### src/rtl/hazard_ctrl.sv
// Pipeline hazard controller: load-use bubbles, branch squash and memory-wait freeze.
// Optional stall performance counter enabled by defining HAZARD_PERF_CNT_EN.
module hazard_ctrl (
  input  logic        clock,
  input  logic        reset,
  input  logic [4:0]  if_id_rs,
  input  logic [4:0]  if_id_rt,
  input  logic        id_ex_memread,
  input  logic [4:0]  id_ex_rt,
  input  logic        branch_taken,
  input  logic        mem_busy,
  output logic        pc_write,
  output logic        if_id_write,
  output logic        id_ex_write,
  output logic        ex_mem_write,
  output logic        if_id_flush,
  output logic        id_ex_flush,
  output logic        ex_mem_flush,
  output logic        mem_timeout,
  output logic [1:0]  hz_state,
  output logic [15:0] stall_cycles
);
  localparam logic [1:0] RUN      = 2'b00;
  localparam logic [1:0] MEM_WAIT = 2'b01;
  localparam logic [1:0] BR_FLUSH = 2'b10;

  logic [1:0] state_reg, state_next;
  logic [7:0] wait_cnt_reg;
  logic       mem_timeout_reg;
  logic       load_use;
  logic       waiting;

  assign load_use = id_ex_memread && (id_ex_rt != 5'd0) &&
                    ((id_ex_rt == if_id_rs) || (id_ex_rt == if_id_rt));
  assign waiting  = (state_reg == MEM_WAIT) && mem_busy;

  always_comb begin
    pc_write     = 1'b1;
    if_id_write  = 1'b1;
    id_ex_write  = 1'b1;
    ex_mem_write = 1'b1;
    if_id_flush  = 1'b0;
    id_ex_flush  = 1'b0;
    ex_mem_flush = 1'b0;
    state_next   = RUN;
    if (reset) begin
      {pc_write, if_id_write, id_ex_write, ex_mem_write} = 4'b0000;
      {if_id_flush, id_ex_flush, ex_mem_flush}           = 3'b111;
    end else begin
      case (state_reg)
        MEM_WAIT: begin
          // Release cycle behaves as plain RUN; a held branch acts next cycle.
          if (mem_busy) begin
            {pc_write, if_id_write, id_ex_write, ex_mem_write} = 4'b0000;
            state_next = MEM_WAIT;
          end
        end
        BR_FLUSH: begin
          // Squash the fetch that was already in flight when the branch resolved.
          if_id_flush = 1'b1;
        end
        default: begin
          if (branch_taken) begin
            {if_id_flush, id_ex_flush, ex_mem_flush} = 3'b111;
            state_next = BR_FLUSH;
          end else if (mem_busy) begin
            {pc_write, if_id_write, id_ex_write, ex_mem_write} = 4'b0000;
            state_next = MEM_WAIT;
          end else if (load_use) begin
            pc_write    = 1'b0;
            if_id_write = 1'b0;
            id_ex_flush = 1'b1;
          end
        end
      endcase
    end
  end

  always_ff @(posedge clock) begin
    if (reset) begin
      state_reg       <= RUN;
      wait_cnt_reg    <= 8'd0;
      mem_timeout_reg <= 1'b0;
    end else begin
      state_reg <= state_next;
      if (waiting) begin
        if (wait_cnt_reg != 8'hFF) wait_cnt_reg <= wait_cnt_reg + 8'd1;
        if (wait_cnt_reg >= 8'd254) mem_timeout_reg <= 1'b1;
      end else begin
        wait_cnt_reg <= 8'd0;
      end
    end
  end

  assign mem_timeout = mem_timeout_reg;
  assign hz_state    = state_reg;

`ifdef HAZARD_PERF_CNT_EN
  logic [15:0] stall_cnt_reg;
  always_ff @(posedge clock) begin
    if (reset) begin
      stall_cnt_reg <= 16'd0;
    end else if (!pc_write && (stall_cnt_reg != 16'hFFFF)) begin
      stall_cnt_reg <= stall_cnt_reg + 16'd1;
    end
  end
  assign stall_cycles = stall_cnt_reg;
`else
  assign stall_cycles = 16'd0;
`endif
endmodule

### config.mk
export PLATFORM = sky130hd
export DESIGN_NAME = hazard_ctrl
export DESIGN_NICKNAME = d
export VERILOG_FILES = /design/src/rtl/hazard_ctrl.sv
export SDC_FILE = /design/constraint.sdc
export NUM_CORES = 1
export LEC_CHECK = 0
export CELL_PAD_IN_SITES_DETAIL_PLACEMENT = 0
export CELL_PAD_IN_SITES_GLOBAL_PLACEMENT = 2
export CORE_UTILIZATION = 22
export CTS_CLUSTER_SIZE = 40
export DETAILED_ROUTE_END_ITERATION = 8
export PLACE_DENSITY = 0.84
export SLEW_MARGIN = 40
export SYNTH_ARGS = -nofsm -noshare
export SYNTH_HDL_FRONTEND = slang
export SYNTH_SLANG_ARGS = --single-unit
export TNS_END_PERCENT = 50
### constraint.sdc
create_clock -name clock -period 2.85 [get_ports clock]
set_input_delay 0.7125 -clock clock [delete_from_list [all_inputs] [get_ports clock]]
set_output_delay 0.7125 -clock clock [all_outputs]
set_load 0.1 [all_outputs]
==> run notes <==
fresh numbers from the pnr run: number of buffers on the longest clock path 2, worst path setup slack after routing 0.05583 ns, count of buffers added by post-CTS timing repair for setup 0, Peak VDD IR 0.0002936 V, cell chain of the critical path dlygate4sd2_1 -> or4_4 -> o21ai_4 -> o31a_4 -> buf_12, Vias 751, overall global routing resource usage 0.09526, CP Data Arrival Time 2.08 ns, remaining global-route overflow 0, fp util 0.2324, Die Area 4149 µm², CP max FO 3, WP data required 2.14 ns, Final Hold Viols 0, kind of start point of the critical path primary input, initial drt markers 15, Initial DRT Pass Iterations 3, clock sinks 11, estimated wirelength of the detail-placed design 1536 µm, Remaining DRCs 0, Pint 0.0003429 W, largest stage delay on the critical path 0.55 ns, number of port buffers 29, Setup crit end kind primary output, area of all placed cells without fillers 1354 µm², TritonCTS buffer count 3, share of async-settable or async-resettable flops after synthesis 0, register share after synthesis 0.2569, library cell used as clock root buffer sky130_fd_sc_hd__clkbuf_8, share of the core filled with cells 0.3670, clk_lat worst skew 0.23 ns, final RePlAce weighted congestion 0.7187, first-pass GRT wire length 3042 µm, dpl cell area 1309 µm², count of synthesis-stage warnings from yosys 0, classification of the worst setup path primary input to primary output, proportion of power drawn by flip-flops and latches 0.252, time the final worst path needs with I/O delays and setup 2.794 ns, number of max-slew violations in the final report 0, number of antenna cells inserted 0, global routing usage on met2 0.1658, y dimension of the die 64.42 µm, Top cell excl fill/tap sky130_fd_sc_hd__conb_1, count of boundary I/O pins 46, most instantiated logic cells after routing sky130_fd_sc_hd__conb_1, sky130_fd_sc_hd__xor2_1, sky130_fd_sc_hd__nor2_1, sky130_fd_sc_hd__dlygate4sd2_1, sky130_fd_sc_hd__buf_4, htree depth 1, CTS tree yes, run status finished clean, Worst Skew 0.004215 ns, largest net degree at the start of global routing 9, share of power burned in the clock network 0.245, part of the total power dissipated in combinational logic 0.504, Fin Hold WS 0.4952 ns, PD cells 462.3 nW/µm², layout cell share with drive strength beyond 1 0.2536, max-cap violation count 0, unrepaired setup endpoints after global routing false, Peak Freq 357.9 MHz, count of mapped cells out of synthesis 102, fraction of power spent switching nets 0.4522, Final setup viols 0, Final Total Pwr 0.0006259 W, initial antenna violation count 0, leakage power figure 0.5733 nW, combined area of all synthesized cells 857.1 µm², tally of OpenROAD warnings 29, via count of the first global-routing pass 741, synthesis-to-layout area growth 57.96%, mean instance size in the synthesized netlist 8.403 µm², final critical-path share of the clock period 0.9804, total number of nets in the final design 163, post-route ant nets 0, clock-pin slew on the worst setup and hold paths 0.05 ns, number of synthesized flops with an enable pin 0, vias per cell 4.038, CORE AREA 3689 µm², Post-Route WL 1817 µm, NetSw 0.0002830 W, count of distinct cell types in the synthesized netlist 33, cell total in the yosys stat output 102, die width 64.42 µm, Slowest cell on crit path sky130_fd_sc_hd__or4_4, Largest register FFs 8, worst slack at placement -0.1790 ns, Primary FF master, synth sky130_fd_sc_hd__dfxtp_1, number of flip-flops and latches in the synthesized netlist 11, placement row count 22, Chip Area, Yosys 857.1 µm², class of the tightest hold or removal check flip-flop to flip-flop
metal layers:
metal / wire (µm) / vias to the layer above
li1: - / 382
met4: 31 / 0
met1: 754 / 331
met5: 0 / -
met2: 849 / 34
met3: 181 / 4
synthesized netlist by cell type, drive strengths merged (2+ instances only):
cell type  instances  area [µm²]
ha                 4       50.05
o21ai              2       13.76
nand3              2       15.01
nor3               4       25.02
xnor2              3       26.28
and3               3       18.77
dfxtp             11       220.2
nor2              10       37.54
nand2              3       11.26
xor2              12       105.1
inv                7       26.28
buf               18       135.1
a211oi             3       27.52
nand4              2       18.77
a21oi              5       25.02
path summary, 6_finish.rpt:
| check | to | startpoint | cells past startpoint | slack, ns |
|---|---|---|---|---|
| worst max-delay path | pc_write | id_ex_rt[1] | 5 | 0.06 |
| worst min-delay path | mem_timeout$_SDFFE_PP0P_ | mem_timeout$_SDFFE_PP0P_ | 2 | 0.50 |
| worst max register to register | wait_cnt_reg[6]$_SDFFE_PP0P_ | wait_cnt_reg[1]$_SDFFE_PP0P_ | 5 | 1.37 |
| worst min register to register | mem_timeout$_SDFFE_PP0P_ | mem_timeout$_SDFFE_PP0P_ | 2 | 0.50 |
through the flow:
| step | std cells | setup TNS [ns] |
|---|---|---|
| after floorplan | 117 | -1.589 |
| after global placement | 182 | -0.5241 |
| after global routing | 186 | 0 |
| final | 186 | 0 |
| after CTS | 186 | 0 |
| after detailed placement | 182 | -0.5248 |
cell type report:
cell class / instances / area, µm²
clock buffer: 4 / 45.04
fill: 402 / 2335
inverter: 7 / 26.28
multi-input combinational: 80 / 601.8
sequential: 11 / 227.7
tap: 48 / 60.06
timing repair buffer: 36 / 392.9
critical path, delay by kind of cell:
family                 cells  cell delay (ns)
AND/OR/NAND/NOR            1             0.55
buffers and inverters      2             0.43
AND-OR/OR-AND              2             0.38
power groups by stage:
stage / registers, W / logic [W] / clock network, W
floorplan: 0.000172 / 0.000236 / 0
global placement: 0.000160 / 0.000317 / 0
detailed placement: 0.000161 / 0.000318 / 0
CTS: 0.000157 / 0.000317 / 0.000159
global route: 0.000157 / 0.000327 / 0.000167
finish: 0.000157 / 0.000315 / 0.000153
logic make-up (layout without fill, tap and decap cells):
kind of cell    Yosys count  in the layout  synth area share
fa+ha+maj                 4              4           0.05840
buf+inv                  26             47            0.1942
mux                       1              1           0.01168
other cells               1             16          0.004375
simple gates             29             29            0.1956
compound gates           15             15            0.1255
xor+xnor                 15             15            0.1533
flops                    11             11            0.2569
what timing repair did:
action,CTS,global route
gates resized,12,0
pin swaps,6,4
hold buffers,0,0
endpoints found under the setup margin,3,2
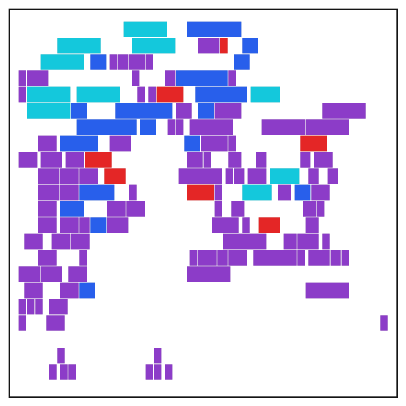
*Cell sizes after repair*
Scale: 6 px per µm.
[cyan] drive 6 and up | cells: 10 | share: 7.2% | most used: buf_12
[purple] drive 1 or less | cells: 103 | share: 75% | most used: conb_1
[red] drive 2 | cells: 7 | share: 5.1% | most used: a211oi_2
[blue] drive 3 to 4 | cells: 18 | share: 13% | most used: buf_4

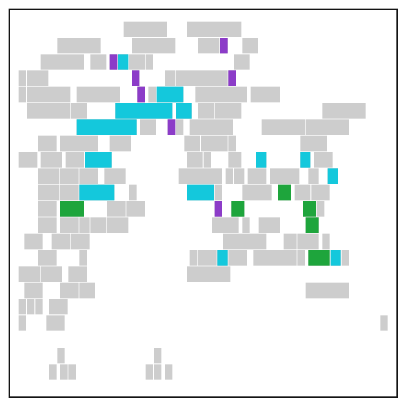
*Selected gate families*
Scale: 6 px per µm.
[green] AND and OR gates | cells: 6
[cyan] inverting AOI/OAI gates | cells: 13
[purple] inverters | cells: 7 | where: top centre

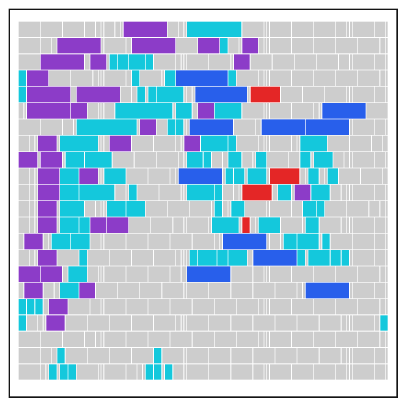
*Cell classes on the final placement*
Scale: 6 px per µm. Fill, decap, tap and diode cells in grey.
[red] clock drivers and dummy loads | cells: 4 | share of their area: 3.5%
[cyan] all other logic | cells: 87 | share of their area: 49%
[purple] other buffers and delay cells | cells: 36 | share of their area: 30%
[blue] flip-flops | cells: 11 | share of their area: 18%

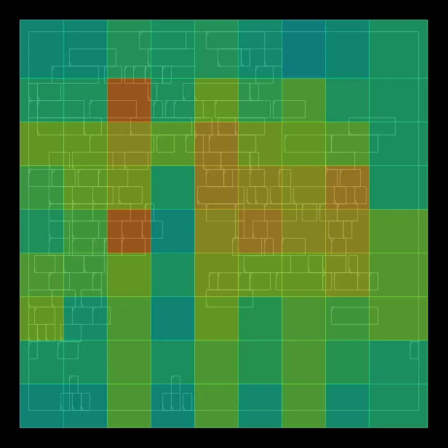
*Routing congestion*
routed len/inst: 9.769 µm
met1 usage: 0.1002
GR Layer Usage met3: 0.03345
grt peak-use layer: met2

No activity file was given, so power comes from the tool's default toggle rates.
